===== src/rtl/serial_addsub_if.sv =====
// Request/result bundle for the digit-serial add/sub unit.
// master drives operands and start; slave returns handshake status, result and flags.
interface serial_addsub_if #(
    parameter int WIDTH = 8
);
    logic             start;
    logic             sub;
    logic [WIDTH-1:0] a;
    logic [WIDTH-1:0] b;
    logic             ready;
    logic             busy;
    logic             done;
    logic [WIDTH-1:0] r;
    logic             carry;
    logic             overflow;
    logic             zero;

    modport master (
        output start, sub, a, b,
        input  ready, busy, done, r, carry, overflow, zero
    );

    modport slave (
        input  start, sub, a, b,
        output ready, busy, done, r, carry, overflow, zero
    );
endinterface


===== src/rtl/serial_addsub.sv =====
// Digit-serial two's-complement add/sub, DIGIT bits per clock through a held carry.
// Latency: done pulses WIDTH/DIGIT cycles after the accepting edge.
// Backpressure: start is ignored while busy; it is accepted in IDLE or DONE.
module serial_addsub #(
    parameter int WIDTH = 8,
    parameter int DIGIT = 1
) (
    input  logic           clk,
    input  logic           rst,
    serial_addsub_if.slave bus
);
    localparam int N  = WIDTH / DIGIT;
    localparam int CW = (N > 1) ? $clog2(N) : 1;

    typedef enum logic [1:0] {
        IDLE = 2'd0,
        RUN  = 2'd1,
        DONE = 2'd2
    } state_t;

    state_t           state;
    state_t           state_nxt;

    logic [WIDTH-1:0] a_q;
    logic [WIDTH-1:0] b_q;
    logic [WIDTH-1:0] acc_q;
    logic [WIDTH-1:0] acc_nxt;
    logic             c_q;
    logic [CW-1:0]    cnt_q;
    logic [WIDTH-1:0] r_q;
    logic             carry_q;
    logic             ovf_q;
    logic             zero_q;

    logic [DIGIT:0]   c;
    logic [DIGIT-1:0] s;
    logic             accept;
    logic             last;

    assign accept = bus.start && (state != RUN);
    assign last   = (cnt_q == CW'(N - 1));

    // Ripple chain over the low digit of the shifting operand registers.
    always_comb begin
        c    = '0;
        s    = '0;
        c[0] = c_q;
        for (int j = 0; j < DIGIT; j++) begin
            s[j]     = a_q[j] ^ b_q[j] ^ c[j];
            c[j + 1] = (a_q[j] & b_q[j]) | (a_q[j] & c[j]) | (b_q[j] & c[j]);
        end
        acc_nxt = (acc_q >> DIGIT) | (WIDTH'(s) << (WIDTH - DIGIT));
    end

    always_ff @(posedge clk or posedge rst) begin
        if (rst) begin
            state <= IDLE;
        end else begin
            state <= state_nxt;
        end
    end

    always_comb begin
        state_nxt = state;
        case (state)
            IDLE:    if (bus.start) state_nxt = RUN;
            RUN:     if (last)      state_nxt = DONE;
            DONE:    state_nxt = bus.start ? RUN : IDLE;
            default: state_nxt = IDLE;
        endcase
    end

    // Operands shift right each step so the active digit always sits at bit 0;
    // finished digits enter acc from the top, so after N steps acc is aligned.
    always_ff @(posedge clk or posedge rst) begin
        if (rst) begin
            a_q     <= '0;
            b_q     <= '0;
            acc_q   <= '0;
            c_q     <= 1'b0;
            cnt_q   <= '0;
            r_q     <= '0;
            carry_q <= 1'b0;
            ovf_q   <= 1'b0;
            zero_q  <= 1'b0;
        end else if (accept) begin
            a_q   <= bus.a;
            b_q   <= bus.sub ? ~bus.b : bus.b;
            c_q   <= bus.sub;
            acc_q <= '0;
            cnt_q <= '0;
        end else if (state == RUN) begin
            a_q   <= a_q >> DIGIT;
            b_q   <= b_q >> DIGIT;
            c_q   <= c[DIGIT];
            acc_q <= acc_nxt;
            cnt_q <= cnt_q + CW'(1);
            if (last) begin
                r_q     <= acc_nxt;
                carry_q <= c[DIGIT];
                ovf_q   <= c[DIGIT] ^ c[DIGIT - 1];
                zero_q  <= (acc_nxt == '0);
            end
        end
    end

    assign bus.ready    = (state != RUN);
    assign bus.busy     = (state == RUN);
    assign bus.done     = (state == DONE);
    assign bus.r        = r_q;
    assign bus.carry    = carry_q;
    assign bus.overflow = ovf_q;
    assign bus.zero     = zero_q;

    a_done_pulse: assert property (@(posedge clk) disable iff (rst) bus.done |=> !bus.done);
    a_ready_busy: assert property (@(posedge clk) disable iff (rst) bus.ready == !bus.busy);
endmodule


===== src/flat_wrapper.sv =====
// flat-port wrapper written by rule: the top's interface ports become plain ports
module serial_addsub_flat 
#(
    parameter int WIDTH = 8,
    parameter int DIGIT = 1
)
  (clk, rst, bus_start, bus_sub, bus_a, bus_b, bus_ready, bus_busy, bus_done, bus_r, bus_carry, bus_overflow, bus_zero);
  serial_addsub_if #(.WIDTH(WIDTH)) bus_i ();
  input  logic clk;
  input  logic rst;
  input wire logic [$bits(bus_i.start)-1:0] bus_start;
  input wire logic [$bits(bus_i.sub)-1:0] bus_sub;
  input wire logic [$bits(bus_i.a)-1:0] bus_a;
  input wire logic [$bits(bus_i.b)-1:0] bus_b;
  output wire logic [$bits(bus_i.ready)-1:0] bus_ready;
  output wire logic [$bits(bus_i.busy)-1:0] bus_busy;
  output wire logic [$bits(bus_i.done)-1:0] bus_done;
  output wire logic [$bits(bus_i.r)-1:0] bus_r;
  output wire logic [$bits(bus_i.carry)-1:0] bus_carry;
  output wire logic [$bits(bus_i.overflow)-1:0] bus_overflow;
  output wire logic [$bits(bus_i.zero)-1:0] bus_zero;
  assign bus_i.start = bus_start;
  assign bus_i.sub = bus_sub;
  assign bus_i.a = bus_a;
  assign bus_i.b = bus_b;
  assign bus_ready = bus_i.ready;
  assign bus_busy = bus_i.busy;
  assign bus_done = bus_i.done;
  assign bus_r = bus_i.r;
  assign bus_carry = bus_i.carry;
  assign bus_overflow = bus_i.overflow;
  assign bus_zero = bus_i.zero;
  serial_addsub #(.WIDTH(WIDTH), .DIGIT(DIGIT)) u_core (.clk(clk), .rst(rst), .bus(bus_i));
endmodule

===== config.mk =====
export PLATFORM = sky130hd
export DESIGN_NAME = serial_addsub_flat
export DESIGN_NICKNAME = d
export VERILOG_FILES = /design/src/rtl/serial_addsub_if.sv /design/src/rtl/serial_addsub.sv /design/src/flat_wrapper.sv
export SDC_FILE = /design/constraint.sdc
export NUM_CORES = 1
export LEC_CHECK = 0
export ABC_AREA = 1
export CAP_MARGIN = 10
export CORE_MARGIN = 8
export CORE_UTILIZATION = 45
export CTS_CLUSTER_SIZE = 20
export DETAILED_ROUTE_END_ITERATION = 12
export PLACE_DENSITY = 0.7
export SETUP_SLACK_MARGIN = 0.15
export SLEW_MARGIN = 40
export SYNTH_ARGS = -nofsm -noshare
export SYNTH_HDL_FRONTEND = slang
export SYNTH_SLANG_ARGS = --single-unit

===== constraint.sdc =====
create_clock -name clk -period 2.5 [get_ports clk]
set_input_delay 0.75 -clock clk [delete_from_list [all_inputs] [get_ports clk]]
set_output_delay 0.75 -clock clk [all_outputs]
set_load 0.01 [all_outputs]

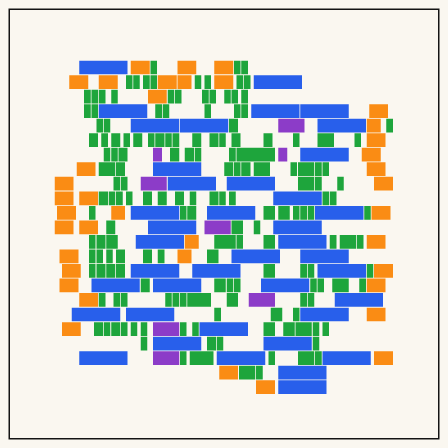
*Cell classes on the final placement, run 1*
Key: clock drivers and dummy loads = purple [cells 8, share of their area 4.1%]; combinational and other logic = green [cells 167, share of their area 35%]; sequential cells = blue [cells 40, share of their area 44%]; remaining buffers and delay cells = orange [cells 38, share of their area 16%]

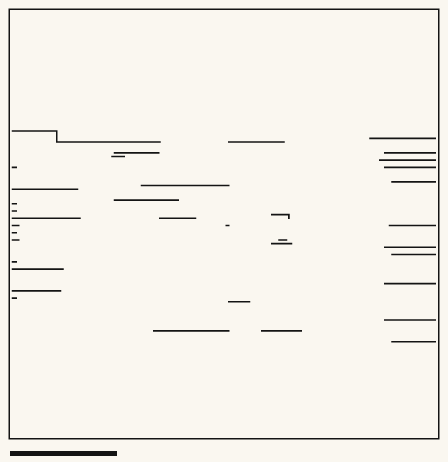
*M3 wires, run 1*
The bar under the picture is 20 um long.
31 nets have wire on it. The layer holds 7.2% of the routed length. The longest straight run is 19.3 um. The wires run mostly horizontal.

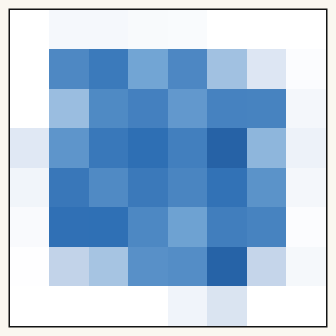
*Cell density map, run 1*
8 x 8 tiles, from white (low) to dark blue (high), 0 to 100% covered.
The fullest tile reaches 80%. 3.1% of the tiles are over 75% full. The emptiest ninth of the die: upper right. The mean over all tiles is 35%. 23% of the tiles are nearly empty.

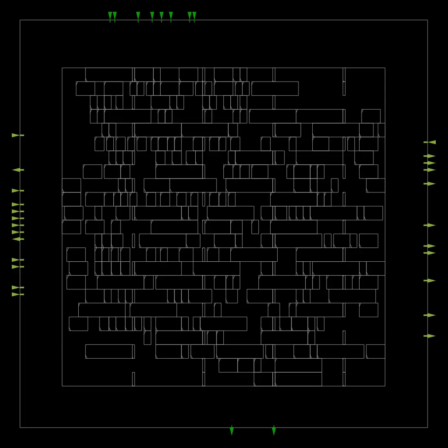
*Placement view, run 1*
Core Region: 3970 um2
n_taps: 50

==> run_results.csv, run 1 <==
group,metric,value,unit
sta,tightest_slew,493,ps
cts,cts-buffers-inserted,5,
global_route,antenna_found_initial,0,
min_path,holdPathStages,1,
sta,max_freq,0.460,GHz
setup_path,worst-path-buf-inv,2,
setup_path,rr_endpoint,"u_core.bus.r[5]$_DFFE_PP0P_",
setup_path,start_kind,"register",
global_route,grt_max_degree,41,
placed_design,post-dp-hpwl,2750,um
setup_path,crit_arrival,1420,ps
final_layout,diodes,0,
sta,setup_viol,0,
sta,clock_skew,5.05,ps
yosys,ys.warnings.count,0,
detailed_routing,routed_wl,3760,um
global_route,grt.busiest_layer,"met2",
detailed_routing,route.detailed.drc,0,
setup_path,critPathMaxStageDelay,550,ps
setup_path,cp_slowest_cell,"clkdlybuf4s50_1",
power,p_leak,1.16,nW
cts,clkSlewWorstSetupHoldPaths,80,ps
cts,post_cts_buffers,0,
setup_path,rrSetupSlack,970,ps
floorplanning,dieArea,6420,um2
yosys,synthDistinctLibCells,21,
min_path,hp-start,"u_core.cnt_q[0]$_DFFE_PP0P_",
setup_path,rr_startpoint,"u_core.state[0]$_DFFE_PP0P_",
sta,rsz0062_at_grt,"no",
placed_design,port_buffers,33,
final_layout,regArea,1000,um2
power,p_per_area,1120,nW/um2
power,ir_worst_vdd,0.483,mV
setup_path,cp-end-kind,"output pin",
global_route,use_met2,20.5,%
sta,slew_headroom,67.1,%
yosys,ys_area,1850,um2
detailed_routing,wl_per_cell,12.4,um
floorplanning,die_x,80.1,um
cts,clkSinkCount,40,
yosys,synth_stat.cells,216,
min_path,hold_end,"u_core.cnt_q[0]$_DFFE_PP0P_",
sta,hold_violations,0,
global_route,globalRouteOverflowTotal,0,
cts,worstSkewPairLatency,290,ps
min_path,hold_class,"reg -> reg",
sta,slew_violations,0,
final_layout,logic_area,706,um2
yosys,synth_top_cell_by_area,"dfrtp_1",
cts,clockRootBuffer,"clkbuf_8",
final_layout,drive_above_1_share,11.9,%
global_route,track_usage,12.9,%
global_route,met1_usage,15.5,%
cts,h-tree-depth,2,
detailed_routing,ant_nets,0,
global_route,grt_pass1_wl,6560,um
cts,cts.hold.buffers_added,0,
final_layout,final_nets,275,
yosys,synth_seq_share,54.1,%
cts,cts_buffer_depth,2,
cts,ctsResizeCount,0,
yosys,synth-seq-cells,40,
outcome,status,"finished clean",
yosys,syn_area,1850,um2
yosys,netlist.area_leader.share,54.1,%
floorplanning,die_h,80.1,um
floorplanning,num_rows,23,
setup_path,path_cells,"inv_1, nor2_1, clkdlybuf4s50_1",
global_route,first_global_vias,1485,
job,cap_violations,0,
final_layout,num-fill-cells,352,
floorplanning,io_pins,34,
setup_path,cp_top_family,"buffers and inverters",
cts,cts_tree,"done",
placed_design,place_congestion,0.754,
yosys,syn_nets,239,
detailed_routing,dr_total_vias,1496,
detailed_routing,drt_iter0_drc,112,
final_layout,syn_to_final_growth,24.9,%
setup_path,cp.required,1750,ps
setup_path,crit_fanout,2,
yosys,syn_inst,216,
setup_path,rr_worst_depth,6,
sta,tns,0,ps
global_route,use_met3,4.58,%
sta,post-route-period-util,87.0,%
yosys,syn_area_per_cell,8.57,um2
power,p_total,2.59,mW
detailed_routing,drtPass1Iterations,4,
setup_path,crit_type,"reg -> out",
yosys,top_cells_by_area,"dfrtp_1 (54%), nand2_1 (16%), nand3_1 (8.1%)",
detailed_routing,routed_via_density,4.94,
floorplanning,fp_util,46.6,%
job,warning_count,26,
sta,fin_crit,2170,ps
-- run 1: cells in the final DEF, fill, tap and decap left out, drive strengths merged --
cell type and instances:
nor2 9, nand2 83, inv 22, clkdlybuf4s50 33
a21oi 1, fa 1, clkbuf 6, xor2 1
o22ai 8, o21ai 9, xnor2 1, buf 5
ha 2, clkinv 2, dfrtp 40, nand3 30
-- run 1: per-stage QoR --
step | util, % | setup WS [ps] | instance area (um2) | hold slack, ps | std cells
after global placement | 55.9 | 469 | 2220 | 457 | 295
after floorplan | - | 832 | 1850 | 442 | 216
after CTS | 58.2 | 294 | 2310 | 480 | 303
after global routing | 58.2 | 222 | 2310 | 492 | 303
final | 58.2 | 326 | 2310 | 476 | 303
after detailed placement | 55.9 | 379 | 2220 | 461 | 295
-- run 1: cells by family (layout without fill, tap and decap cells) --
kind of cell / count (synthesis) / in the layout / share of synthesized area [%]
adders and majority gates: 3 / 3 / 2.43
DFF: 40 / 40 / 54.1
and+or+nand+nor: 122 / 122 / 27.7
AOI/OAI and AO/OA: 18 / 18 / 7.03
buffers and inverters: 31 / 68 / 7.77
xor gates and xnor gates: 2 / 2 / 0.947
-- run 1: power breakdown --
part | internal, mW | leakage [nW] | switching (mW)
combinational | 0.491 | 0.595 | 0.595
sequential | 0.918 | 0.515 | 0.153
clock | 0.220 | 0.0510 | 0.213
-- run 1: synth_stat cells --
library cell  number
xor2_1             1
nor2_2             1
xnor2_1            1
a21oi_1            1
buf_6              2
inv_1             18
dfrtp_1           40
nand3_1           30
inv_2              4
buf_4              2
nor2_4             1
o21ai_1            1
nor2_1             7
nand2_2            3
fa_1               1
o22ai_1            8
ha_1               2
clkbuf_1           1
o21ai_2            8
nand2_1           80
buf_2              4
-- run 1: worst max path at each step --
stage / from / to / cells after the start
floorplan: rst / u_core.a_q[0]$_DFFE_PP0P_ / 1
global placement: bus_start / u_core.b_q[5]$_DFFE_PP0P_ / 6
detailed placement: bus_start / u_core.b_q[1]$_DFFE_PP0P_ / 6
CTS: u_core.state[1]$_DFFE_PP0P_ / bus_done / 3
global route: u_core.state[1]$_DFFE_PP0P_ / bus_done / 3
finish: u_core.state[1]$_DFFE_PP0P_ / bus_done / 3
-- run 1: flip-flops by register name, indices dropped and copies added, names as in the netlist --
register / count
u_core.acc_q: 7
u_core.state: 2
u_core.c_q: 1
u_core.b_q: 8
u_core.bus.overflow: 1
u_core.bus.r: 8
u_core.bus.carry: 1
u_core.bus.zero: 1
u_core.cnt_q: 3
u_core.a_q: 8
-- run 1: layer usage --
layer / vias up / share of wire [%] / wire length (um)
li1: 754 / - / -
met1: 692 / 45 / 1690
met2: 43 / 47 / 1750
met3: 7 / 7.2 / 272
met4: 0 / 1.3 / 49
met5: - / 0 / 0
-- run 1: worst register-to-register path, cell delays in order (launching register included) --
cell,delay [ps]
dfrtp_1,410
inv_2,60
nor2_4,100
buf_4,260
nand2_2,320
nand2_1,180
o21ai_2,60
-- run 1: layout make-up --
class	count	area share (%)
clock buffer	6	3.57
clock inverter	2	0.433
inverter	22	3.57
multi-input combinational	145	30.5
sequential	40	43.3
tap	50	2.71
timing repair buffer	38	15.9
--- run 2 (diff from run 1) ---
--- a/config.mk
+++ b/config.mk
@@ -7,11 +7,14 @@
 export LEC_CHECK = 0
 export ABC_AREA = 1
 export CAP_MARGIN = 10
+export CELL_PAD_IN_SITES_DETAIL_PLACEMENT = 2
+export CELL_PAD_IN_SITES_GLOBAL_PLACEMENT = 2
 export CORE_MARGIN = 8
-export CORE_UTILIZATION = 45
+export CORE_UTILIZATION = 39
 export CTS_CLUSTER_SIZE = 20
 export DETAILED_ROUTE_END_ITERATION = 12
-export PLACE_DENSITY = 0.7
+export DONT_BUFFER_PORTS = 1
+export PLACE_DENSITY_LB_ADDON = 0.1
 export SETUP_SLACK_MARGIN = 0.15
 export SLEW_MARGIN = 40
 export SYNTH_ARGS = -nofsm -noshare
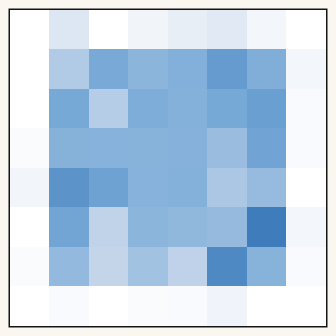
*Cell density map, run 2*
8 x 8 tiles, from white (low) to dark blue (high), 0 to 100% covered.
The densest ninth of the die: center. 17% of the tiles are nearly empty. The mean over all tiles is 27%. The emptiest ninth of the die: lower left.

==> run 2 against run 1 <==
  * Routed wire length is 22% higher
  * Non-clock buffer count is 35 lower
  * Synthesized cell count stayed put
  * Synthesized area stayed put
  * Worst setup slack better by 300 ps
  * Largest power group is now sequential cells
  * Clock power is 42% higher
  * Highest routed layer unchanged
  * Critical path type unchanged
  * First-iteration DRC count is 79% lower
  * Critical endpoint is now bus_busy
  * Flip-flop count stayed put
==> run_results.csv, run 2 <==
group,metric,value,unit
placed_design,port_buffers,0,
setup_path,path_depth,3,
sta,tightest_slew,528,ps
setup_path,crit_fanout,20,
yosys,netlist.area_leader.share,54.1,%
power,pwr-share-comb,32.7,%
setup_path,rr_startpoint,"u_core.cnt_q[0]$_DFFE_PP0P_",
power,clkPwrFrac,23.7,%
floorplanning,io_pins,34,
placed_design,post-dp-hpwl,3350,um
yosys,async_reset_ff_share,100,%
setup_path,crit_arrival,1130,ps
cts,h-tree-depth,2,
global_route,first_global_vias,1568,
cts,cts_buffer_depth,2,
setup_path,crit_type,"reg -> out",
setup_path,critPathMaxStageDelay,420,ps
final_layout,syn_to_final_growth,8.52,%
cts,ctsResizeCount,0,
setup_path,cp.required,1750,ps
yosys,syn_nets,239,
job,cap_violations,0,
cts,worstSkewPairLatency,290,ps
detailed_routing,wl_per_cell,16.9,um
yosys,synth-seq-cells,40,
yosys,syn_area_per_cell,8.57,um2
cts,cts_tree,"done",
outcome,status,"finished clean",
placed_design,place_congestion,0.765,
yosys,syn_area,1850,um2
global_route,grt_max_degree,41,
detailed_routing,drtPass1Iterations,4,
sta,slew_violations,0,
cts,clockRootBuffer,"clkbuf_8",
setup_path,cp-end-kind,"output pin",
setup_path,rr_worst_depth,5,
cts,clkSinkCount,40,
sta,post-route-period-util,75.0,%
yosys,syn_inst,216,
detailed_routing,drt_iter0_drc,24,
yosys,top_cells_by_area,"dfrtp_1 (54%), nand2_1 (16%), nand3_1 (8.1%)",
yosys,synth_stat.cells,216,
cts,post_cts_buffers,0,
cts,cts.hold.buffers_added,0,
min_path,hold_class,"in -> async",
yosys,ys_area,1850,um2
yosys,synthDistinctLibCells,21,
cts,clkSlewWorstSetupHoldPaths,80,ps
power,p_per_area,1300,nW/um2
sta,tns,0,ps
detailed_routing,route.detailed.drc,0,
power,p_seq_share,43.6,%
sta,hold_violations,0,
yosys,yosys_most_used_dff,"dfrtp_1",
final_layout,lay_top_cells,"nand2_1 (80), dfrtp_1 (40), nand3_1 (30)",
floorplanning,dieArea,7210,um2
sta,rsz0062_at_grt,"no",
floorplanning,num_rows,25,
floorplanning,die_x,84.9,um
detailed_routing,routed_via_density,5.25,
setup_path,rr_endpoint,"u_core.bus.r[6]$_DFFE_PP0P_",
global_route,grt_pass1_wl,7810,um
final_layout,final_nets,240,
job,warning_count,26,
final_layout,diodes,0,
sta,clock_skew,5.79,ps
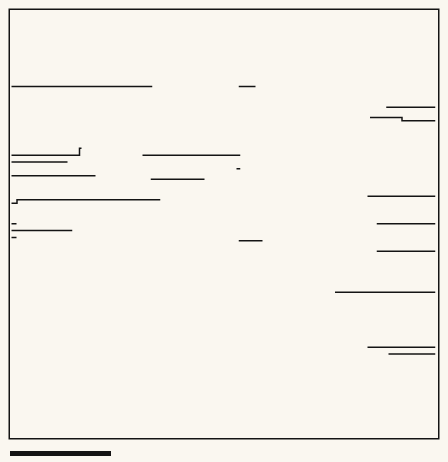
*M3 wires, run 2*
The bar under the picture is 20 um long.
The layer holds 5.4% of the routed length. The longest straight run is 28.3 um. The layer carries 250 um of wire. 17 nets have wire on it. The wires run mostly horizontal.
drt total wl: 4590 um
via count: 1422

[run 2: netlist changes by cell type in the layout (fill, tap and decap cells not counted)]
cell             change
clkdlybuf4s50_1     -33
clkbuf_8             -1
clkinv_2             -2
bufinv_16            +2
buf_4                -2
[run 2: final cells by class]
cell class	count	area [um2]	area share, %
repair buffers	3	22.5	1.12
well taps	54	67.6	3.36
clock inverters	2	60.1	2.99
multi-input cells	145	706	35.1
clock buffers	5	68.8	3.43
flip-flops and latches	40	1000	49.8
inverters	22	82.6	4.11
[run 2: kinds of logic after synthesis]
group / after synthesis / share of synthesized area [%]
AOI/OAI and AO/OA: 18 / 7.03
xor gates and xnor gates: 2 / 0.947
adders and majority gates: 3 / 2.43
buffers and inverters: 31 / 7.77
DFF: 40 / 54.1
and+or+nand+nor: 122 / 27.7
[run 2: metrics by stage]
step                total power, mW  instances  setup WS [ps]  instance area, um2
global route                   2.81        271            533                2010
finish                         2.60        271            624                2010
floorplan                      1.80        216            832                1850
detailed placement             2.03        264            872                1880
global placement               1.94        264            947                1880
CTS                            2.66        271            598                2010
[run 2: worst register-to-register path: cells and delay by family, from the launching register on]
family	cells	cell delay [ps]
fa+ha+maj	2	410
flops	1	400
compound gates	1	90
simple gates	2	550
[run 2: layer usage]
layer  vias to the layer above  wire length [um]  track usage [%]
met5                         -                 0                0
met4                         0                48             3.88
met3                         6               249             5.31
met2                        23              2470             25.1
met1                       712              1820             14.1
li1                        681                 -                -
[run 2: worst max-delay path by stage]
stage | start | end | slack [ps]
floorplan | rst | u_core.a_q[0]$_DFFE_PP0P_ | 830
global placement | u_core.state[0]$_DFFE_PP0P_ | bus_busy | 950
detailed placement | bus_start | u_core.a_q[6]$_DFFE_PP0P_ | 870
CTS | u_core.state[0]$_DFFE_PP0P_ | bus_busy | 600
global route | u_core.state[0]$_DFFE_PP0P_ | bus_busy | 530
finish | u_core.state[0]$_DFFE_PP0P_ | bus_busy | 620
[run 2: power by group through the flow]
stage / Clock [mW] / Sequential [mW] / Combinational [mW]
detailed placement: 0 / 1.15 / 0.872
CTS: 0.633 / 1.14 / 0.882
finish: 0.616 / 1.13 / 0.851
global placement: 0 / 1.13 / 0.809
global route: 0.659 / 1.18 / 0.976
floorplan: 0 / 1.09 / 0.709
Power figures rest on the tool's default switching activity, not on a simulated workload.
